[src/rtl/alu_pkg.sv]
// alu_pkg: opcodes, flag bit positions and sequencer state encoding
package alu_pkg;
  localparam logic [1:0] OP_ADD = 2'b00;
  localparam logic [1:0] OP_MUL = 2'b01;
  localparam logic [1:0] OP_DIV = 2'b10;
  localparam logic [1:0] OP_RSV = 2'b11;
  localparam int FLG_N = 3;
  localparam int FLG_Z = 2;
  localparam int FLG_C = 1;
  localparam int FLG_V = 0;
  typedef logic [1:0] seqState;
  localparam seqState IDLE    = 2'd0;
  localparam seqState DRIVE   = 2'd1;
  localparam seqState CAPTURE = 2'd2;
  localparam seqState RESP    = 2'd3;
  function automatic logic isError(input logic [1:0] op, input logic bZero);
    return op == OP_RSV || (op == OP_DIV && bZero);
  endfunction
endpackage

[src/rtl/alu_sequencer.sv]
// alu_sequencer: hands one request at a time to an external ALU and returns its registered result
module alu_sequencer
  import alu_pkg::*;
#(
  parameter int WIDTH  = 3,
  parameter int SETTLE = 1
) (
  input  logic             clk,
  input  logic             rst,
  input  logic             req_valid,
  output logic             req_ready,
  input  logic [WIDTH:0]   req_a,
  input  logic [WIDTH:0]   req_b,
  input  logic [1:0]       req_op,
  input  logic             req_ci,
  output logic [WIDTH:0]   alu_a,
  output logic [WIDTH:0]   alu_b,
  output logic [1:0]       alu_op,
  output logic             alu_ci,
  input  logic [WIDTH:0]   alu_out,
  input  logic             alu_co,
  input  logic             alu_negativo,
  input  logic             alu_cero,
  input  logic             alu_acarreo,
  input  logic             alu_desbordamiento,
  output logic             rsp_valid,
  input  logic             rsp_ready,
  output logic [WIDTH:0]   rsp_result,
  output logic [3:0]       rsp_flags,
  output logic             rsp_error,
  output logic [3:0]       flags_q
);
  seqState state;
  logic [2:0] settleCnt;
  logic accept;
  logic [3:0] aluFlags;
  assign req_ready = state == IDLE;
  assign rsp_valid = state == RESP;
  assign accept = req_valid && req_ready;
  assign aluFlags = {alu_negativo, alu_cero, alu_acarreo | alu_co, alu_desbordamiento};
  // sequencing FSM: accept, hold operands SETTLE cycles, capture, then hold response until taken
  always_ff @(posedge clk) begin
    if (rst) begin
      state      <= IDLE;
      settleCnt  <= '0;
      alu_a      <= '0;
      alu_b      <= '0;
      alu_op     <= OP_ADD;
      alu_ci     <= 1'b0;
      rsp_result <= '0;
      rsp_flags  <= '0;
      rsp_error  <= 1'b0;
      flags_q    <= '0;
    end else begin
      case (state)
        IDLE: begin
          if (accept) begin
            if (isError(req_op, req_b == '0)) begin
              rsp_result <= '0;
              rsp_flags  <= '0;
              rsp_error  <= 1'b1;
              state      <= RESP;
            end else begin
              alu_a     <= req_a;
              alu_b     <= req_b;
              alu_op    <= req_op;
              alu_ci    <= req_ci;
              settleCnt <= '0;
              state     <= DRIVE;
            end
          end
        end
        DRIVE: begin
          settleCnt <= settleCnt == 3'(SETTLE - 1) ? '0 : settleCnt + 1'b1;
          state     <= settleCnt == 3'(SETTLE - 1) ? CAPTURE : DRIVE;
        end
        CAPTURE: begin
          rsp_result <= alu_out;
          rsp_flags  <= aluFlags;
          flags_q    <= aluFlags;
          rsp_error  <= 1'b0;
          state      <= RESP;
        end
        RESP: begin
          if (rsp_ready) state <= IDLE;
        end
      endcase
    end
  end
endmodule
[config.mk]
export PLATFORM = sky130hd
export DESIGN_NAME = alu_sequencer
export DESIGN_NICKNAME = d
export VERILOG_FILES = /design/src/rtl/alu_pkg.sv /design/src/rtl/alu_sequencer.sv
export SDC_FILE = /design/constraint.sdc
export NUM_CORES = 1
export LEC_CHECK = 0
export ABC_AREA = 1
export CAP_MARGIN = 20
export CORE_MARGIN = 3
export CORE_UTILIZATION = 42
export CTS_CLUSTER_DIAMETER = 40
export DETAILED_ROUTE_END_ITERATION = 16
export PLACE_DENSITY_LB_ADDON = 0.2
export SLEW_MARGIN = 30
export SYNTH_ARGS = -nofsm -noshare
export SYNTH_HDL_FRONTEND = slang
export SYNTH_SLANG_ARGS = --single-unit
[constraint.sdc]
create_clock -name clk -period 1.29 [get_ports clk]
set_input_delay 0.258 -clock clk [delete_from_list [all_inputs] [get_ports clk]]
set_output_delay 0.258 -clock clk [all_outputs]
set_load 0.05 [all_outputs]
==> reports/metrics.yaml <==
timing:
  timing.hold.ws_ns: 0.490
  setup_clock_skew_after_layout_ns: 0.00791
  max_slew.worst_pin.slew_ns: 0.329
  tns_ns: -0.0126
  slew_viol_final: 0
  hold_violations: 0
  setup_slack_ns: -0.0126
  timing.slew.headroom: 0.780
  timing.final.crit_share: 1.01
  min_period_ns: 1.30
  fmaxAchievable_mhz: 768
  timing.final.setup_violations: 1
  rsz0062_at_grt: "true"
routing:
  first_drt_pass_iteration_count: 4
  drt_first_iter_violations: 40
  route.layer.met1.wl_um: 1310
  routed_via_density: 4.98
  route.antenna.remaining_nets: 0
  drt-total-wl_um: 3530
  route.vias.total: 1349
  total_drc_errors_in_the_routed_layout: 0
  detailroute.wirelength.met3_um: 323
  wl_per_cell_um: 13.0
  met2WireLength_um: 1860
  max_layer_used: "met4"
yosys:
  synthesis.area_sq_um: 1240
  top_area_cell: "sky130_fd_sc_hd__dfxtp_1"
  synth-area-yosys_sq_um: 1240
  synth-seq-area-share: 0.466
  yosysTopAreaCellShare: 0.466
  tally_of_yosys_warning_messages: 0
  synthesis.nets: 202
  syn_avg_cell_area_sq_um: 7.07
  syn-instance-count: 176
  area_leaders: "sky130_fd_sc_hd__dfxtp_1 47%, sky130_fd_sc_hd__nand2_1 16%, sky130_fd_sc_hd__nor2_1 8.1%"
  ys.flops: 29
  synth_cell_types: 21
  yosys-stat-cells: 176
global_routing:
  grt_pass1_wl_um: 5330
  grt_usage: 0.201
  grt_antenna_before_repair: 0
  grt_pass1_vias: 1249
  globalRoute.totalOverflow: 0
  grt_start_max_net_pins: 22
layout:
  drive_gt1_frac: 0.275
  layout-area-overhead-vs-synth_pct: 79.5
  fin_nets: 266
  postLayoutCellArea_sq_um: 2230
  diodes: 0
  fillerInstances: 179
  lay_top_cells: "51 x sky130_fd_sc_hd__nand2_1, 27 x sky130_fd_sc_hd__dfxtp_1, 26 x sky130_fd_sc_hd__buf_12, 25 x sky130_fd_sc_hd__nor2_1, 23 x sky130_fd_sc_hd__clkdlybuf4s50_1"
  final_layout_top_logic_cell: "sky130_fd_sc_hd__nand2_1"
critical_path:
  critical_path.startpoint: "state[1]$_SDFFE_PP0P_"
  critical_path_class: "register to output port"
  cp-start-kind: "register"
  critPathArrivalTime_ns: 1.04
  timing.critical_path.fanout_max: 4
  rr_worst_depth: 8
  category_of_the_worst_setup_path_capture_point: "output port"
  worstReg2RegStart: "state[1]$_SDFFE_PP0P_"
  r2r_slack_ns: 0.06
  cp_data_required_time_ns: 1.03
clock_network:
  number_of_h_tree_levels: 2
  clk_transition_reported_paths_ns: 0.08
  clkSinkCount: 29
  max-clock-path-buffers: 2
  tritoncts: "yes"
  ctsRootBufferMaster: "sky130_fd_sc_hd__clkbuf_4"
  clock.latency.late_pin_ns: 0.33
  cts-buffers-inserted: 5
  cts-hold-fix-buffers: 0
min_path:
  hold_path_startpoint: "alu_out[0]"
  min_path_type: "input port to register"
  worst_hold_path.num_cells: 3
die:
  placementRows: 19
  ios: 50
  die-area_sq_um: 3650
  chipHeight_um: 60.4
  placeableCoreArea_sq_um: 2780
  initCoreUtil: 0.448
  die-width_um: 60.4
outcome:
  failed_checks: "negative setup slack"
  outcome: "finished with violations"
pwr:
  leakage_uw: 0.000986
  worst_vdd_ir_v: 0.00120
  p_per_area_nw_per_um2: 1210
run:
  cap_violations: 0
  number_of_warnings_in_the_stage_logs: 29
placed_design:
  hpwlAfterDp_um: 2590
  postPlaceCellArea_sq_um: 2070
  io_buffer_count: 49
  gp_congestion: 0.862
==> cells in the mapped netlist <==
cell                       count
sky130_fd_sc_hd__buf_6         2
sky130_fd_sc_hd__a21oi_1      18
sky130_fd_sc_hd__clkbuf_1      2
sky130_fd_sc_hd__nor2_1       27
sky130_fd_sc_hd__nand3b_1      1
sky130_fd_sc_hd__nand2_1      53
sky130_fd_sc_hd__o31ai_1       1
sky130_fd_sc_hd__or2_2         1
sky130_fd_sc_hd__nor2_2        1
sky130_fd_sc_hd__o21ai_0       2
sky130_fd_sc_hd__nand2_2       3
sky130_fd_sc_hd__clkinv_2      1
sky130_fd_sc_hd__inv_2         2
sky130_fd_sc_hd__nand4_1       2
sky130_fd_sc_hd__inv_1        22
sky130_fd_sc_hd__nand3_1       4
sky130_fd_sc_hd__buf_2         1
sky130_fd_sc_hd__ha_1          2
sky130_fd_sc_hd__dfxtp_1      29
sky130_fd_sc_hd__a21oi_2       1
sky130_fd_sc_hd__nand4_4       1
==> worst max-delay path, stage by stage (launching register included) <==
cell	delay, ns
sky130_fd_sc_hd__dfxtp_4	0.39
sky130_fd_sc_hd__inv_4	0.05
sky130_fd_sc_hd__nand2_4	0.07
sky130_fd_sc_hd__clkinv_4	0.07
sky130_fd_sc_hd__buf_12	0.14
==> area by class of cell <==
class                   count  area (sq um)  share of cell area
repair buffers             61           845               0.378
clock buffers               7          55.1              0.0246
inverters                  25           104              0.0465
well taps                  31          38.8              0.0174
multi-input cells         118           607               0.272
flip-flops and latches     29           586               0.262
==> routing by layer <==
layer  vias to the layer above  global-route usage
li1                        669                   -
met1                       616               0.218
met2                        57               0.336
met3                         7              0.0957
met4                         0              0.0867
met5                         -                   0
==> stage by stage <==
stage	total power [uW]	util	cells	worst slack (ns)
finish	2700	0.803	271	-0.0126
detailed placement	2080	0.744	260	-0.321
global route	2830	0.803	271	-0.0707
floorplan	1570	-	176	0.0936
CTS	2670	0.778	269	-0.0119
global placement	2060	0.744	260	-0.277
==> state kept, by name, indices dropped and copies added (netlist names) <==
| signal | count |
|---|---|
| alu_a | 4 |
| alu_b | 4 |
| alu_ci | 1 |
| alu_op | 2 |
| flags_q | 4 |
| rsp_error | 1 |
| rsp_flags | 4 |
| rsp_result | 4 |
| settleCnt | 3 |
| state | 2 |
==> where the power goes <==
| group | switching [uW] | internal (uW) | leakage (uW) |
|---|---|---|---|
| sequential | 87.9 | 976 | 0.000238 |
| combinational | 577 | 506 | 0.000717 |
| clock | 297 | 257 | 0.0000314 |
| total | 962 | 1740 | 0.000986 |
==> timing repair <==
item	CTS	global route
pin swaps	1	4
buffers inserted	2	1
setup endpoints to repair	2	26
hold endpoints to repair	0	0
cloned	0	1
gates resized	9	11
==> logic make-up after synthesis <==
group	synth area share
AND/OR/NAND/NOR	0.316
AND-OR/OR-AND	0.0935
buffers and inverters	0.105
adder cells (fa/ha/maj)	0.0201
flip-flops	0.466
==> path summary, 6_finish.rpt <==
path / endpoint
min reg2reg: settleCnt[1]$_SDFFE_PP0P_
max reg2reg: alu_b[2]$_SDFFE_PP0P_
min: rsp_result[0]$_SDFFE_PP0P_
max: req_ready
Fig. 1: met3 routing
Scale: 4 px per um.
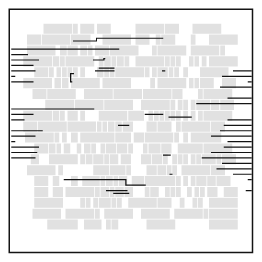
The wires run mostly horizontal. The layer carries 323 um of wire. The layer holds 9.2% of the routed length. The longest straight run is 26.7 um.

Fig. 2: signal wires on met2
Scale: 8 px per um.
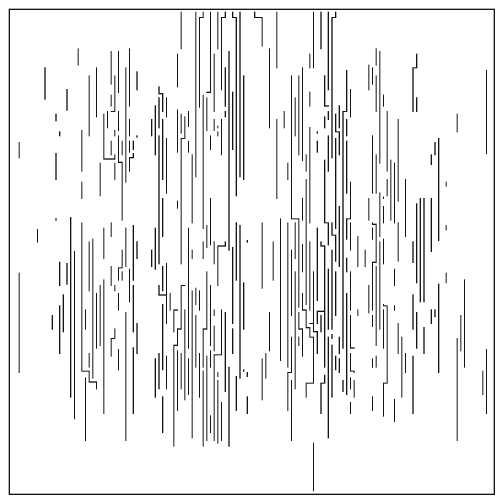
The layer carries 1860 um of wire. The wires run mostly vertical.

No activity file was given, so power comes from the tool's default toggle rates.
